--- config.mk ---
export PLATFORM = sky130hd
export DESIGN_NAME = stopwatch_sseg
export DESIGN_NICKNAME = d
export VERILOG_FILES = /design/src/rtl/stopwatch_sseg.sv
export SDC_FILE = /design/constraint.sdc
export NUM_CORES = 1
export LEC_CHECK = 0
export CORE_UTILIZATION = 30
export CTS_BUF_LIST = sky130_fd_sc_hd__clkbuf_16
export CTS_CLUSTER_SIZE = 24
export DETAILED_ROUTE_END_ITERATION = 8
export PLACE_DENSITY = 0.59
export SLEW_MARGIN = 20
export SYNTH_ARGS = -nofsm -noshare
export SYNTH_HDL_FRONTEND = slang
export SYNTH_SLANG_ARGS = --single-unit
--- constraint.sdc ---
create_clock -name clk -period 2.7 [get_ports clk]
set_input_delay 0.54 -clock clk [delete_from_list [all_inputs] [get_ports clk]]
set_output_delay 0.54 -clock clk [all_outputs]
set_load 0.005 [all_outputs]
--- src/rtl/stopwatch_sseg.sv ---
`default_nettype none
// ============================================================================
// Module      : stopwatch_sseg
// Description : 00.00-99.99 s stopwatch (programmable prescaler, cascaded BCD
//               counters) with registered active-low seven-segment patterns.
//               Optional build macro: STOPWATCH_LEAD_BLANK_EN (blank sseg3
//               while the tens-of-seconds digit is zero).
// Revision    : 1.0 - initial release
// ============================================================================
module stopwatch_sseg #(
    parameter int DIV = 500_000
) (
    input  logic       clk,
    input  logic       reset,
    input  logic       go,
    input  logic       clr,
    output logic [3:0] d3,
    output logic [3:0] d2,
    output logic [3:0] d1,
    output logic [3:0] d0,
    output logic [7:0] sseg3,
    output logic [7:0] sseg2,
    output logic [7:0] sseg1,
    output logic [7:0] sseg0,
    output logic       wrap
);

    localparam int              c_PW     = $clog2(DIV);
    localparam logic [c_PW-1:0] c_P_LAST = c_PW'(DIV - 1);
    localparam logic [7:0]      c_SEG_0  = 8'hC0;
    localparam logic [7:0]      c_BLANK  = 8'hFF;

    logic [c_PW-1:0] r_p;
    logic [3:0][3:0] r_d;
    logic            r_wrap;
    logic [7:0]      r_sseg3;
    logic [7:0]      r_sseg2;
    logic [7:0]      r_sseg1;
    logic [7:0]      r_sseg0;

    logic            w_tick;
    logic [3:0]      w_nine;
    logic [4:0]      w_c;
    logic [3:0][3:0] w_d_nxt;

    function automatic logic [7:0] f_enc(input logic [3:0] dig);
        case (dig)
            4'd0:    f_enc = 8'hC0;
            4'd1:    f_enc = 8'hF9;
            4'd2:    f_enc = 8'hA4;
            4'd3:    f_enc = 8'hB0;
            4'd4:    f_enc = 8'h99;
            4'd5:    f_enc = 8'h92;
            4'd6:    f_enc = 8'h82;
            4'd7:    f_enc = 8'hF8;
            4'd8:    f_enc = 8'h80;
            4'd9:    f_enc = 8'h90;
            default: f_enc = 8'hFF;
        endcase
    endfunction

    assign w_tick = (r_p == c_P_LAST) && go;

    // Carry into digit i is the tick gated by every lower digit being 9;
    // w_c[4] is the full-scale rollover.
    assign w_c = {w_tick & (&w_nine[3:0]),
                  w_tick & (&w_nine[2:0]),
                  w_tick & (&w_nine[1:0]),
                  w_tick & w_nine[0],
                  w_tick};

    generate
        for (genvar i = 0; i < 4; i++) begin : g_digit
            assign w_nine[i]  = (r_d[i] == 4'd9);
            assign w_d_nxt[i] = !w_c[i]   ? r_d[i] :
                                w_nine[i] ? 4'd0   : r_d[i] + 4'd1;
        end
    endgenerate

    always_ff @(posedge clk or posedge reset) begin
        if (reset) begin
            r_p    <= '0;
            r_d    <= '0;
            r_wrap <= 1'b0;
        end else if (clr) begin
            r_p    <= '0;
            r_d    <= '0;
            r_wrap <= 1'b0;
        end else begin
            r_wrap <= w_c[4];
            r_d    <= w_d_nxt;
            if (go) begin
                r_p <= w_tick ? '0 : r_p + c_PW'(1);
            end
        end
    end

    always_ff @(posedge clk or posedge reset) begin
        if (reset) begin
`ifdef STOPWATCH_LEAD_BLANK_EN
            r_sseg3 <= c_BLANK;
`else
            r_sseg3 <= c_SEG_0;
`endif
            r_sseg2 <= c_SEG_0 & 8'h7F;
            r_sseg1 <= c_SEG_0;
            r_sseg0 <= c_SEG_0;
        end else begin
`ifdef STOPWATCH_LEAD_BLANK_EN
            r_sseg3 <= (r_d[3] == 4'd0) ? c_BLANK : f_enc(r_d[3]);
`else
            r_sseg3 <= f_enc(r_d[3]);
`endif
            // Decimal point sits after the units-of-seconds digit.
            r_sseg2 <= f_enc(r_d[2]) & 8'h7F;
            r_sseg1 <= f_enc(r_d[1]);
            r_sseg0 <= f_enc(r_d[0]);
        end
    end

    assign d3    = r_d[3];
    assign d2    = r_d[2];
    assign d1    = r_d[1];
    assign d0    = r_d[0];
    assign wrap  = r_wrap;
    assign sseg3 = r_sseg3;
    assign sseg2 = r_sseg2;
    assign sseg1 = r_sseg1;
    assign sseg0 = r_sseg0;

endmodule
`default_nettype wire

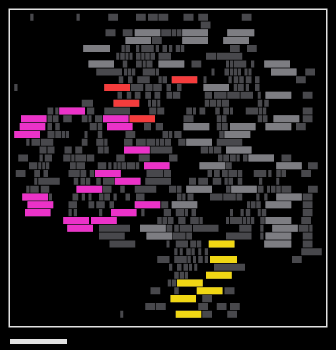
Run 1: sequential cells colored by netlist name
The bar under the picture is 20 um long. Other sequential cells in the stronger gray, the rest of the logic in the fainter gray.
[magenta] r_p | sequential cells: 19
[yellow] sseg1 | sequential cells: 7
[red] d0 | sequential cells: 4 | where: north
register area: 1610 um2
register fraction of the total cell area: 36.0%

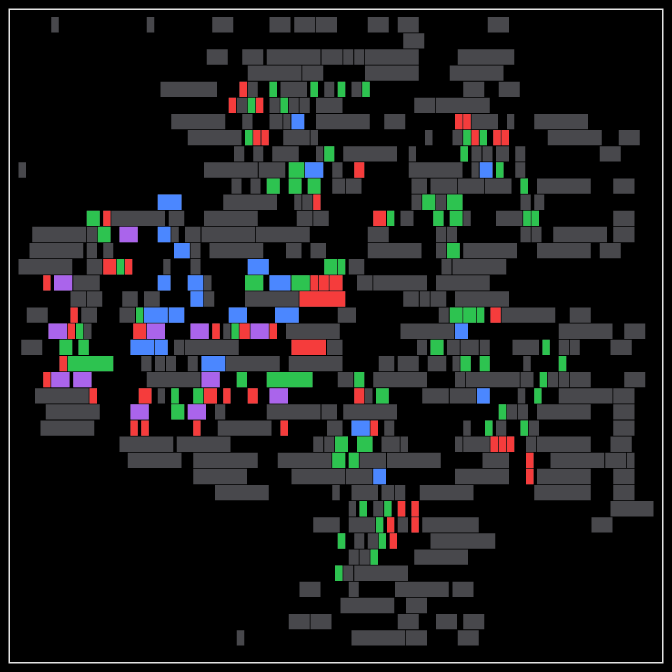
Run 1: selected gate families
[blue] AND and OR gates | cells: 22
[red] NOR gates | cells: 52
[purple] XOR/XNOR gates | cells: 12 | where: west
[green] NAND gates | cells: 69

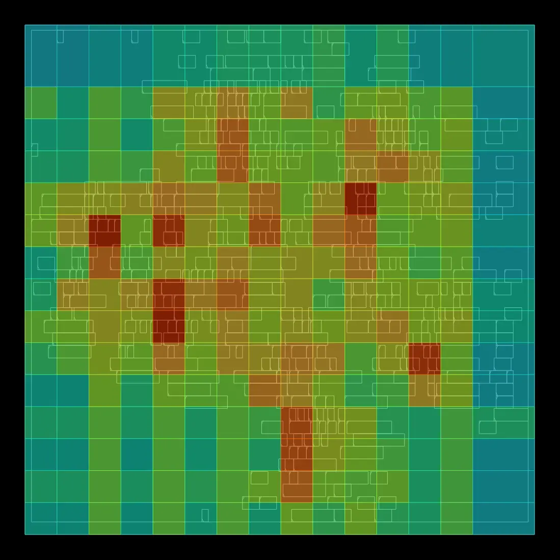
Run 1: routing congestion map
grt met2 use: 21.1%
final core occ: 39.2%
global route hottest layer: met2
Total Routing Usage GR: 13.7%

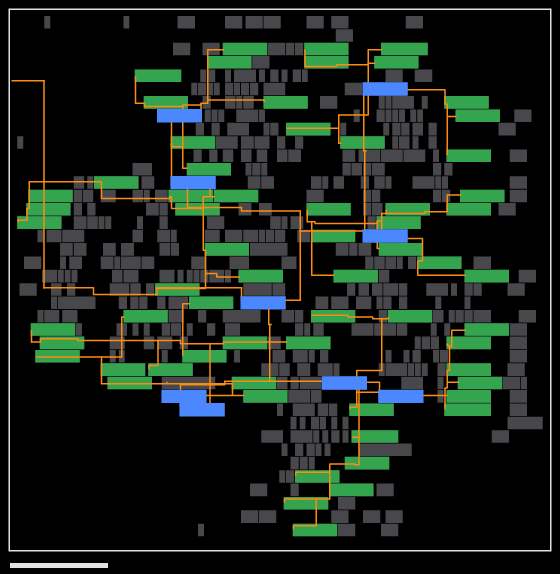
Run 1: clock network drawn from the DEF
The bar under the picture is 20 um long.
[green] flip-flops | count: 64
[orange] clock wires | length: 908 um
[blue] cells driving clock nets | count: 9
routed clock nets: 10
flops lie: widely spread
clk ins delay skew pair: 0.32 ns
clock share of power: 53.7%
clock skew: 0.00588 ns

==> impl_metrics.py, run 1 <==
# Auto-generated metrics
metrics = {
    "synth": {
        "area_leaders": "dfrtp_1 43%, ha_1 7.5%, a21oi_1 5.0%",
        "top_area_cell": "dfrtp_1",
        "synthFlopType": "dfrtp_1",
        "syn_inst": 377,
        "ys_types": 44,
        "ys_warn_count": 0,
        "synth_area_um2": 3490,
    },
    "routing": {
        "met2_length_um": 3660,
        "top_layer": "met4",
        "via_count": 2859,
        "final_antenna_net_count": 0,
        "wl_met1_um": 3640,
    },
    "critical_path": {
        "cp-end-kind": "output pin",
        "crit_arrival_ns": 1.52,
        "max_stage_delay_ns": 0.60,
        "cpMaxStageDelayCell": "dfrtp_1",
        "path_cells": "clkdlybuf4s50_1",
    },
    "clock_tree": {
        "cts_root_buffer": "clkbuf_16",
        "cts_resized": 0,
        "clk_pin_slew_ns": 0.05,
        "post_cts_buffers": 0,
        "cts.path.max_buffers": 2,
        "tritoncts": "yes",
    },
    "final_timing": {
        "period_minus_slack_ns": 2.06,
        "rsz0062_at_grt": "no",
    },
    "global_route": {
        "grt_pass1_wl_um": 12800,
        "use_met3_pct": 3.32,
        "grt_max_degree": 65,
        "grt-ovfl-total": 0,
    },
    "floorplan": {
        "rows": 39,
        "core_area_um2": 11400,
    },
    "power": {
        "power.density_nw_per_um2": 492,
        "total_power_w": 0.00220,
    },
    "hold_path": {
        "hp-class": "reg2reg",
    },
    "run": {
        "cap_violations": 0,
    },
    "final_layout": {
        "insertedDiodeCount": 0,
        "lay_top_count": "dfrtp_1",
    },
    "run_status": {
        "status": "finished, final reports clean",
    },
    "placement": {
        "routabilityCongestion": 0.799,
    },
}
## run 1: cell type report
cell class / instances / share of cell area, %
multi-input combinational: 273 / 38.3
clock inverter: 6 / 1.74
timing repair buffer: 59 / 12.9
sequential: 64 / 36.0
clock buffer: 9 / 5.05
inverter: 23 / 1.94
tap: 143 / 4.01
## run 1: sequential cells by signal, indices dropped and copies added, names as in the netlist
| register | cells |
|---|---|
| r_p | 19 |
| d3 | 4 |
| sseg2 | 7 |
| sseg0 | 7 |
| wrap | 1 |
| d2 | 4 |
| sseg1 | 7 |
| d0 | 4 |
| sseg3 | 7 |
| d1 | 4 |
## run 1: path summary, 6_finish.rpt
kind	from	endpoint	slack [ns]	depth (start not counted)
min reg2reg	r_p[1]	r_p[1]	0.58	2
max reg2reg	d2[1]	d3[3]	0.64	6
min	r_p[1]	r_p[1]	0.58	2
min in group asynchronous	reset	sseg3[5]	0.62	3
max in group asynchronous	reset	sseg0[6]	1.77	3
max	d0[2]	d0[2]	0.64	1
## run 1: stage by stage
stage | hold slack, ns | instances | instance area (um2)
4_1_cts | 0.580 | 577 | 4460
6_report | 0.582 | 577 | 4460
5_1_grt | 0.616 | 577 | 4460
3_3_place_gp | 0.567 | 562 | 4160
3_5_place_dp | 0.570 | 562 | 4160
2_1_floorplan | 0.532 | 379 | 3500
## run 1: synthesized netlist by cell type, types with 2 or more instances
| master | n |
|---|---|
| a21o_1 | 3 |
| a21oi_1 | 35 |
| a31o_2 | 2 |
| a31oi_1 | 7 |
| and3b_1 | 2 |
| and4b_1 | 2 |
| buf_2 | 4 |
| buf_4 | 4 |
| clkbuf_1 | 10 |
| conb_1 | 2 |
| dfrtp_1 | 60 |
| dfstp_2 | 4 |
| ha_1 | 21 |
| inv_1 | 23 |
| nand2_1 | 36 |
| nand2b_1 | 2 |
| nand3_1 | 9 |
| nand3b_1 | 3 |
| nand4_1 | 15 |
| nand4_4 | 2 |
| nand4b_1 | 2 |
| nor2_1 | 38 |
| nor3_1 | 6 |
| nor4_1 | 5 |
| o211ai_1 | 3 |
| o21ai_0 | 32 |
| o31ai_1 | 7 |
| or2_2 | 6 |
| or3_1 | 2 |
| or3_4 | 2 |
| or4_1 | 3 |
| or4_4 | 3 |
| xnor2_1 | 11 |
## run 1: worst register-to-register path: cells and delay by family (launching register included)
| family | cells | cell delay [ns] |
|---|---|---|
| adders and majority gates | 1 | 0.21 |
| and+or+nand+nor | 2 | 0.72 |
| DFF | 1 | 0.46 |
| buffers and inverters | 1 | 0.18 |
| AOI/OAI and AO/OA | 2 | 0.39 |
## run 1: power by group
part	total, W	internal (W)	switching [W]
Combinational	0.0000509	0.0000149	0.0000360
Sequential	0.000965	0.000963	0.00000222
Clock	0.00118	0.000791	0.000388
Total	0.00220	0.00177	0.000426
## run 1: logic make-up (layout without fill, tap and decap cells)
logic type | after synthesis | after routing | synth area share [%]
other | 2 | 4 | 0.215
AOI/OAI and AO/OA | 93 | 93 | 15.1
xor gates and xnor gates | 12 | 12 | 3.01
buffers and inverters | 42 | 97 | 5.30
adders and majority gates | 21 | 21 | 7.52
DFF | 64 | 64 | 46.0
and+or+nand+nor | 143 | 143 | 22.8
Run 1, placed cells, one color a class:
The bar under the picture is 20 um long.
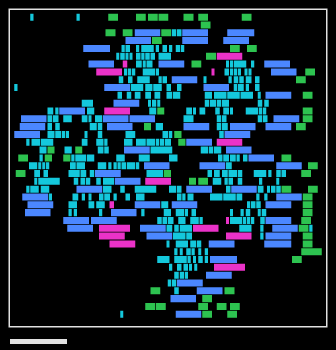

--- run 2 (diff from run 1) ---
Clock period 2.7 ns to 1.9 ns, I/O delays scaled along.
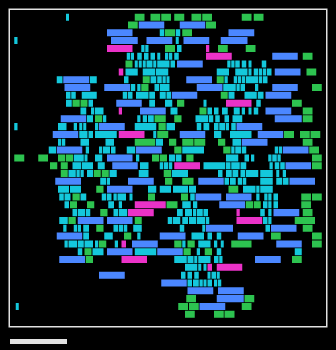
Run 2: placed cells, one color a class
The bar under the picture is 20 um long.
[magenta] clock drivers and dummy loads | cells: 16
[cyan] all other logic | cells: 296
[green] other buffers and delay cells | cells: 105
[blue] flip-flops | cells: 64

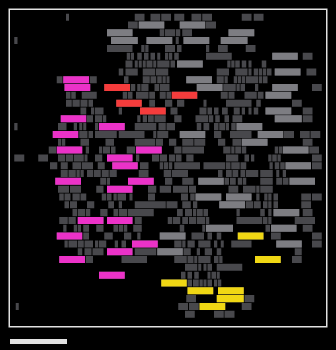
Run 2: sequential cells colored by netlist name
The bar under the picture is 20 um long. Other sequential cells in the stronger gray, the rest of the logic in the fainter gray.
[red] d0 | sequential cells: 4 | where: north
[yellow] sseg1 | sequential cells: 7
[magenta] r_p | sequential cells: 19
not colored: 34

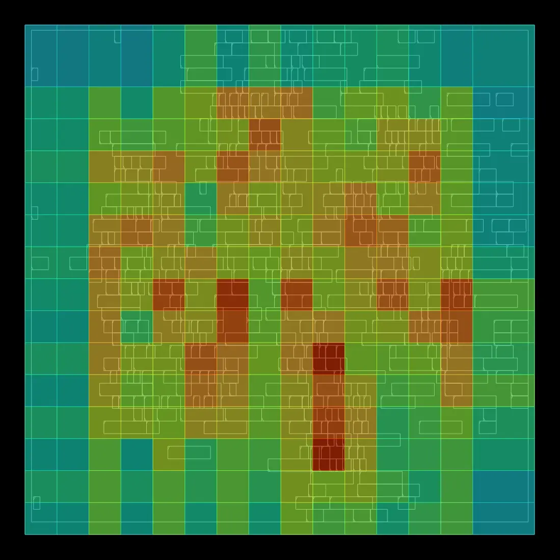
Run 2: routing congestion map
final core occ: 43.2%
Total Routing Usage GR: 14.6%
met3 GRT Util: 3.44%
grt met2 use: 23.6%

==> run 2 against run 1 <==
Compared with the run above:
- die size stayed put
- utilization is 3.9 points higher
- global-route usage is 0.92 points higher
- largest power group unchanged
==> impl_metrics.py, run 2 <==
# Auto-generated metrics
metrics = {
    "power": {
        "power.internal_w": 0.00240,
        "power.density_nw_per_um2": 616,
        "switching_power_w": 0.000627,
        "total_power_w": 0.00302,
        "combPwrFrac_pct": 3.1,
        "swShare_pct": 20.7,
        "power.clock.fraction_pct": 51.6,
    },
    "floorplan": {
        "rows": 39,
        "core_area_um2": 11400,
    },
    "synth": {
        "syn_inst": 377,
        "synthFlopType": "dfrtp_1",
        "ys_warn_count": 0,
        "synth.most_common_cell": "dfrtp_1",
        "top_area_cell": "dfrtp_1",
    },
    "final_timing": {
        "fin_worst_skew_ns": 0.00566,
    },
    "critical_path": {
        "crit_arrival_ns": 2.16,
        "path_cells": "or4_4 > or3_4 > buf_6 > nor4_4 > o21ba_2",
    },
    "global_route": {
        "grt_pass1_wl_um": 13500,
        "grt_max_degree": 27,
    },
    "final_layout": {
        "largest_register_ffs": 19,
        "regMostFlops": "r_p",
        "insertedDiodeCount": 0,
    },
    "hold_path": {
        "hp-class": "in2async",
    },
    "clock_tree": {
        "worstSkewPairLatency_ns": 0.33,
    },
    "run_status": {
        "status": "finished, final reports clean",
    },
}
==> run 2: cell counts after synthesis <==
Identical to the previous run, type by type.
==> run 2: layout make-up <==
class / instances / area (um2)
Fill cell: 1090 / 6460
Timing Repair Buffer: 105 / 968
Tap cell: 143 / 179
Inverter: 23 / 90.1
Sequential cell: 64 / 1610
Clock buffer: 9 / 225
Multi-Input combinational cell: 273 / 1780
Clock inverter: 7 / 56.3
==> run 2: worst max-delay path, delay by kind of cell, from the launching register on <==
family / cells / cell delay [ns]
AOI/OAI and AO/OA: 1 / 0.15
buffers and inverters: 1 / 0.16
DFF: 1 / 0.38
and+or+nand+nor: 3 / 1.14
==> run 2: cell families after synthesis <==
kind of cell / count (synthesis) / synth area share, %
DFF: 64 / 46.0
and+or+nand+nor: 143 / 22.8
xor gates and xnor gates: 12 / 3.01
adders and majority gates: 21 / 7.52
other: 2 / 0.215
buffers and inverters: 42 / 5.30
AOI/OAI and AO/OA: 93 / 15.1
==> run 2: path summary, 6_finish.rpt <==
path | endpoint | cells after the start | start
max | d2[3] | 5 | r_p[14]
min | d3[3] | 2 | reset
max reg2reg | d2[3] | 5 | r_p[14]
min reg2reg | sseg1[2] | 1 | d1[2]
max in group asynchronous | sseg1[6] | 3 | reset
min in group clk | sseg1[2] | 1 | d1[2]
==> run 2: layer usage <==
layer  part of all wire (%)  GRT usage, %  up-vias
met5                      0             0        -
met4                    1.4          6.86        0
met3                    3.4          3.44       10
met2                     50          23.6       58
met1                     46          18.4     1485
li1                       -             -     1514
==> run 2: power by group through the flow <==
| stage | logic [W] | clock network [W] | registers (W) |
|---|---|---|---|
| floorplan | 0.0000498 | 0 | 0.00139 |
| global placement | 0.0000937 | 0 | 0.00139 |
| detailed placement | 0.0000966 | 0 | 0.00139 |
| CTS | 0.0000966 | 0.00161 | 0.00137 |
| global route | 0.000106 | 0.00168 | 0.00137 |
| finish | 0.0000927 | 0.00156 | 0.00137 |
==> run 2: timing repair <==
item                                    4_1_cts  5_1_grt
endpoints found under the setup margin       22       28
pin swaps                                     1        5
resized                                       4       18
buffers inserted                              1        0
==> run 2: through the flow <==
| step | area (um2) | TNS (ns) |
|---|---|---|
| finish | 4910 | 0 |
| detailed placement | 4520 | -4.31 |
| floorplan | 3510 | 0 |
| global route | 4910 | -0.208 |
| global placement | 4520 | -3.69 |
| CTS | 4830 | -0.00664 |
Run 2, selected gate families:
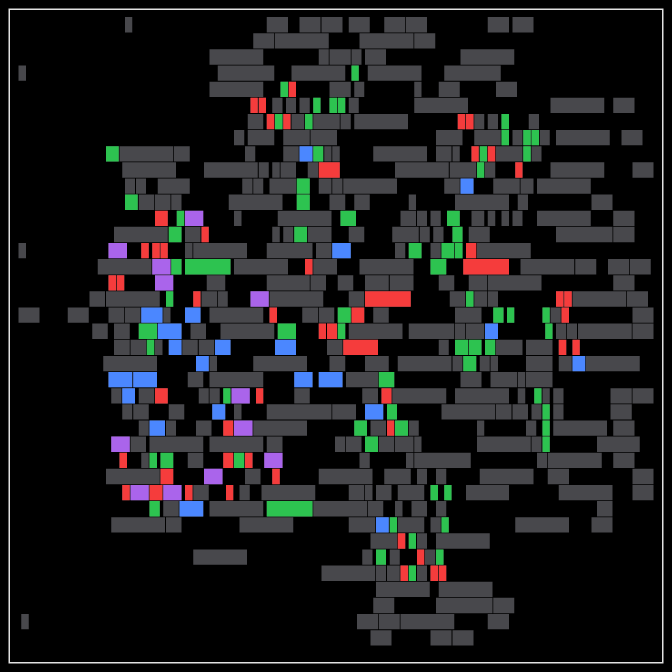

--- run 3 (diff from run 2) ---
Settings changed: PLACE_DENSITY 0.59 to 0.6.
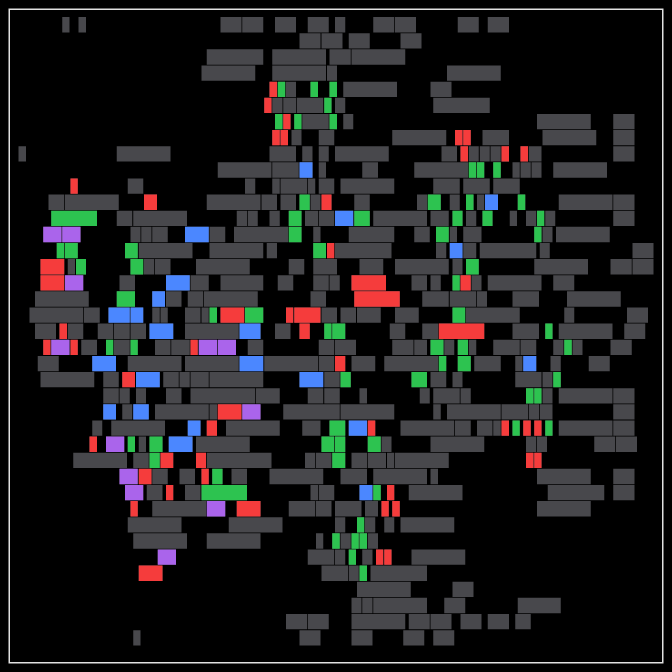
Run 3: selected gate families
[purple] XOR/XNOR gates | cells: 12
[blue] AND and OR gates | cells: 22
[green] NAND gates | cells: 69
[red] NOR gates | cells: 52

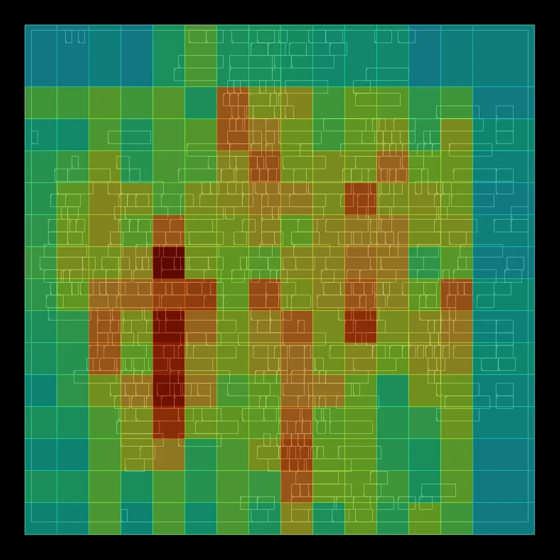
Run 3: routing congestion map
GRT met1 Usage: 17.6%
Total Routing Usage GR: 14.6%
met3 GRT Util: 3.26%

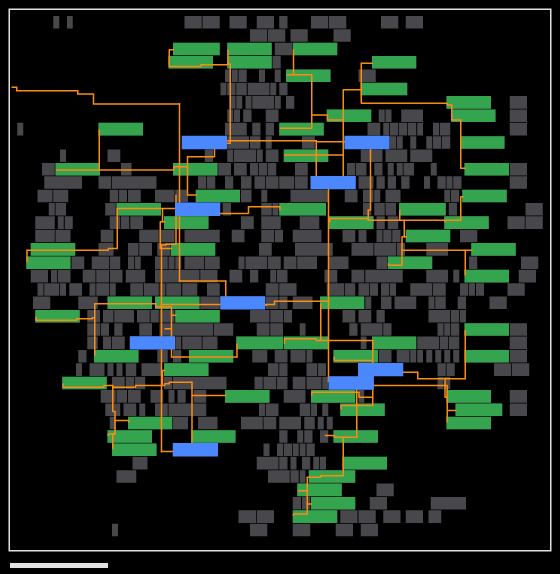
Run 3: clock network drawn from the DEF
The bar under the picture is 20 um long.
[blue] cells driving clock nets | count: 9
[green] flip-flops | count: 64
[orange] clock wires | length: 964 um
routed clock nets: 10

==> run 3 against run 2 <==
Compared with the run above:
- clock skew is 0.00071 ns lower
- critical path depth is 1 higher
- non-clock buffer count is 2 higher
- critical path type unchanged
- critical endpoint is now r_p[16]
- largest cell class unchanged
==> impl_metrics.py, run 3 <==
# Auto-generated metrics
metrics = {
    "placement": {
        "dpl_cell_area_um2": 4460,
        "place_ws_ns": -0.294,
    },
    "power": {
        "power.density_nw_per_um2": 637,
        "total_power_w": 0.00320,
    },
    "global_route": {
        "grt_pass1_wl_um": 13700,
        "grt_max_degree": 65,
        "antenna_found_initial": 0,
    },
    "clock_tree": {
        "cts_root_buffer": "clkbuf_16",
        "worstSkewPairLatency_ns": 0.33,
        "cts_max_level": 3,
        "clk_pin_slew_ns": 0.06,
        "tritoncts": "yes",
    },
    "floorplan": {
        "core_area_um2": 11400,
        "fp-utilization_pct": 30.7,
        "io_pins": 53,
        "die_x_um": 110,
        "fp.dieArea_um2": 12100,
    },
    "critical_path": {
        "critPathRequiredTime_ns": 2.10,
        "ff2ff_setup_slack_ns": 0.0003,
        "r2r_start": "r_p[14]",
        "crit_arrival_ns": 2.10,
        "reg2regPathDepth": 6,
    },
    "final_layout": {
        "final_area_um2": 5020,
        "regMostFlops": "r_p",
        "lay_top_cells": "57 x dfrtp_1, 50 x buf_4, 48 x clkdlybuf4s50_1",
        "insertedDiodeCount": 0,
        "largest_register_ffs": 19,
        "post-route-util_pct": 44.2,
    },
    "synth": {
        "ys_warn_count": 0,
        "top_area_cell": "dfrtp_1",
        "syn_inst": 377,
        "synth.most_common_cell": "dfrtp_1",
        "synthFlopType": "dfrtp_1",
    },
    "hold_path": {
        "hp-class": "in2async",
    },
    "final_timing": {
        "setup_slack_ns": 0.000325,
        "fin_worst_skew_ns": 0.00495,
        "fmax_mhz": 526,
    },
    "run_status": {
        "status": "finished, final reports clean",
    },
}
## run 3: netlist changes by cell type in the layout (fill, tap and decap cells not counted), moves of 3 or more
cell and change:
nor2_1 -6, a21oi_1 -3, a21oi_2 +3, nor2_4 +6
## run 3: routing by layer
layer / routed length [um] / share of wire, % / global-route usage [%] / up-vias
met4: 119 / 1.4 / 6.00 / 0
met2: 4180 / 51 / 25.0 / 34
li1: - / - / - / 1518
met1: 3730 / 45 / 17.6 / 1494
met3: 228 / 2.8 / 3.26 / 9
met5: 0 / 0 / 0 / -
## run 3: how the worst max path moves through the flow
stage | start | to | cells past startpoint
after global placement | clr | r_p[13] | 5
after global routing | r_p[14] | d1[3] | 4
after CTS | r_p[14] | d3[0] | 5
final | r_p[14] | r_p[16] | 6
after detailed placement | go | r_p[16] | 6
after floorplan | r_p[12] | d2[2] | 5
## run 3: worst max-delay path: stages (launching register included)
cell	delay, ns
dfrtp_1	0.38
or4_4	0.57
buf_6	0.15
nor3_4	0.16
a21o_1	0.25
clkbuf_16	0.22
a21oi_2	0.04
## run 3: what timing repair did
action	in CTS	in global routing
endpoints found under the setup margin	20	34
pin swaps	0	18
setup buffers	1	8
gates resized	2	40
cloned	0	1
## run 3: layout make-up
class,count,area [um2]
Sequential cell,64,1610
Fill cell,1097,6350
Multi-Input combinational cell,273,1840
Inverter,23,90.1
Clock buffer,9,225
Clock inverter,7,86.3
Tap cell,143,179
Timing Repair Buffer,107,988
## run 3: cell families (layout without fill, tap and decap cells)
| kind of cell | after synthesis | count (layout) | share of synthesized area, % |
|---|---|---|---|
| DFF | 64 | 64 | 46.0 |
| xor gates and xnor gates | 12 | 12 | 3.01 |
| adders and majority gates | 21 | 21 | 7.52 |
| other | 2 | 4 | 0.215 |
| buffers and inverters | 42 | 146 | 5.30 |
| and+or+nand+nor | 143 | 143 | 22.8 |
| AOI/OAI and AO/OA | 93 | 93 | 15.1 |
## run 3: metrics by stage
stage	cells	setup TNS, ns
floorplan	379	0
global route	626	-0.480
finish	626	0
global placement	600	-3.89
detailed placement	600	-4.76
CTS	617	0
## run 3: report_power, final
part	switching [W]	internal, W	total (W)
registers	0.00000350	0.00137	0.00137
clock network	0.000597	0.00114	0.00173
logic	0.0000616	0.0000362	0.0000977
total	0.000662	0.00254	0.00320
No activity file was given, so power comes from the tool's default toggle rates.
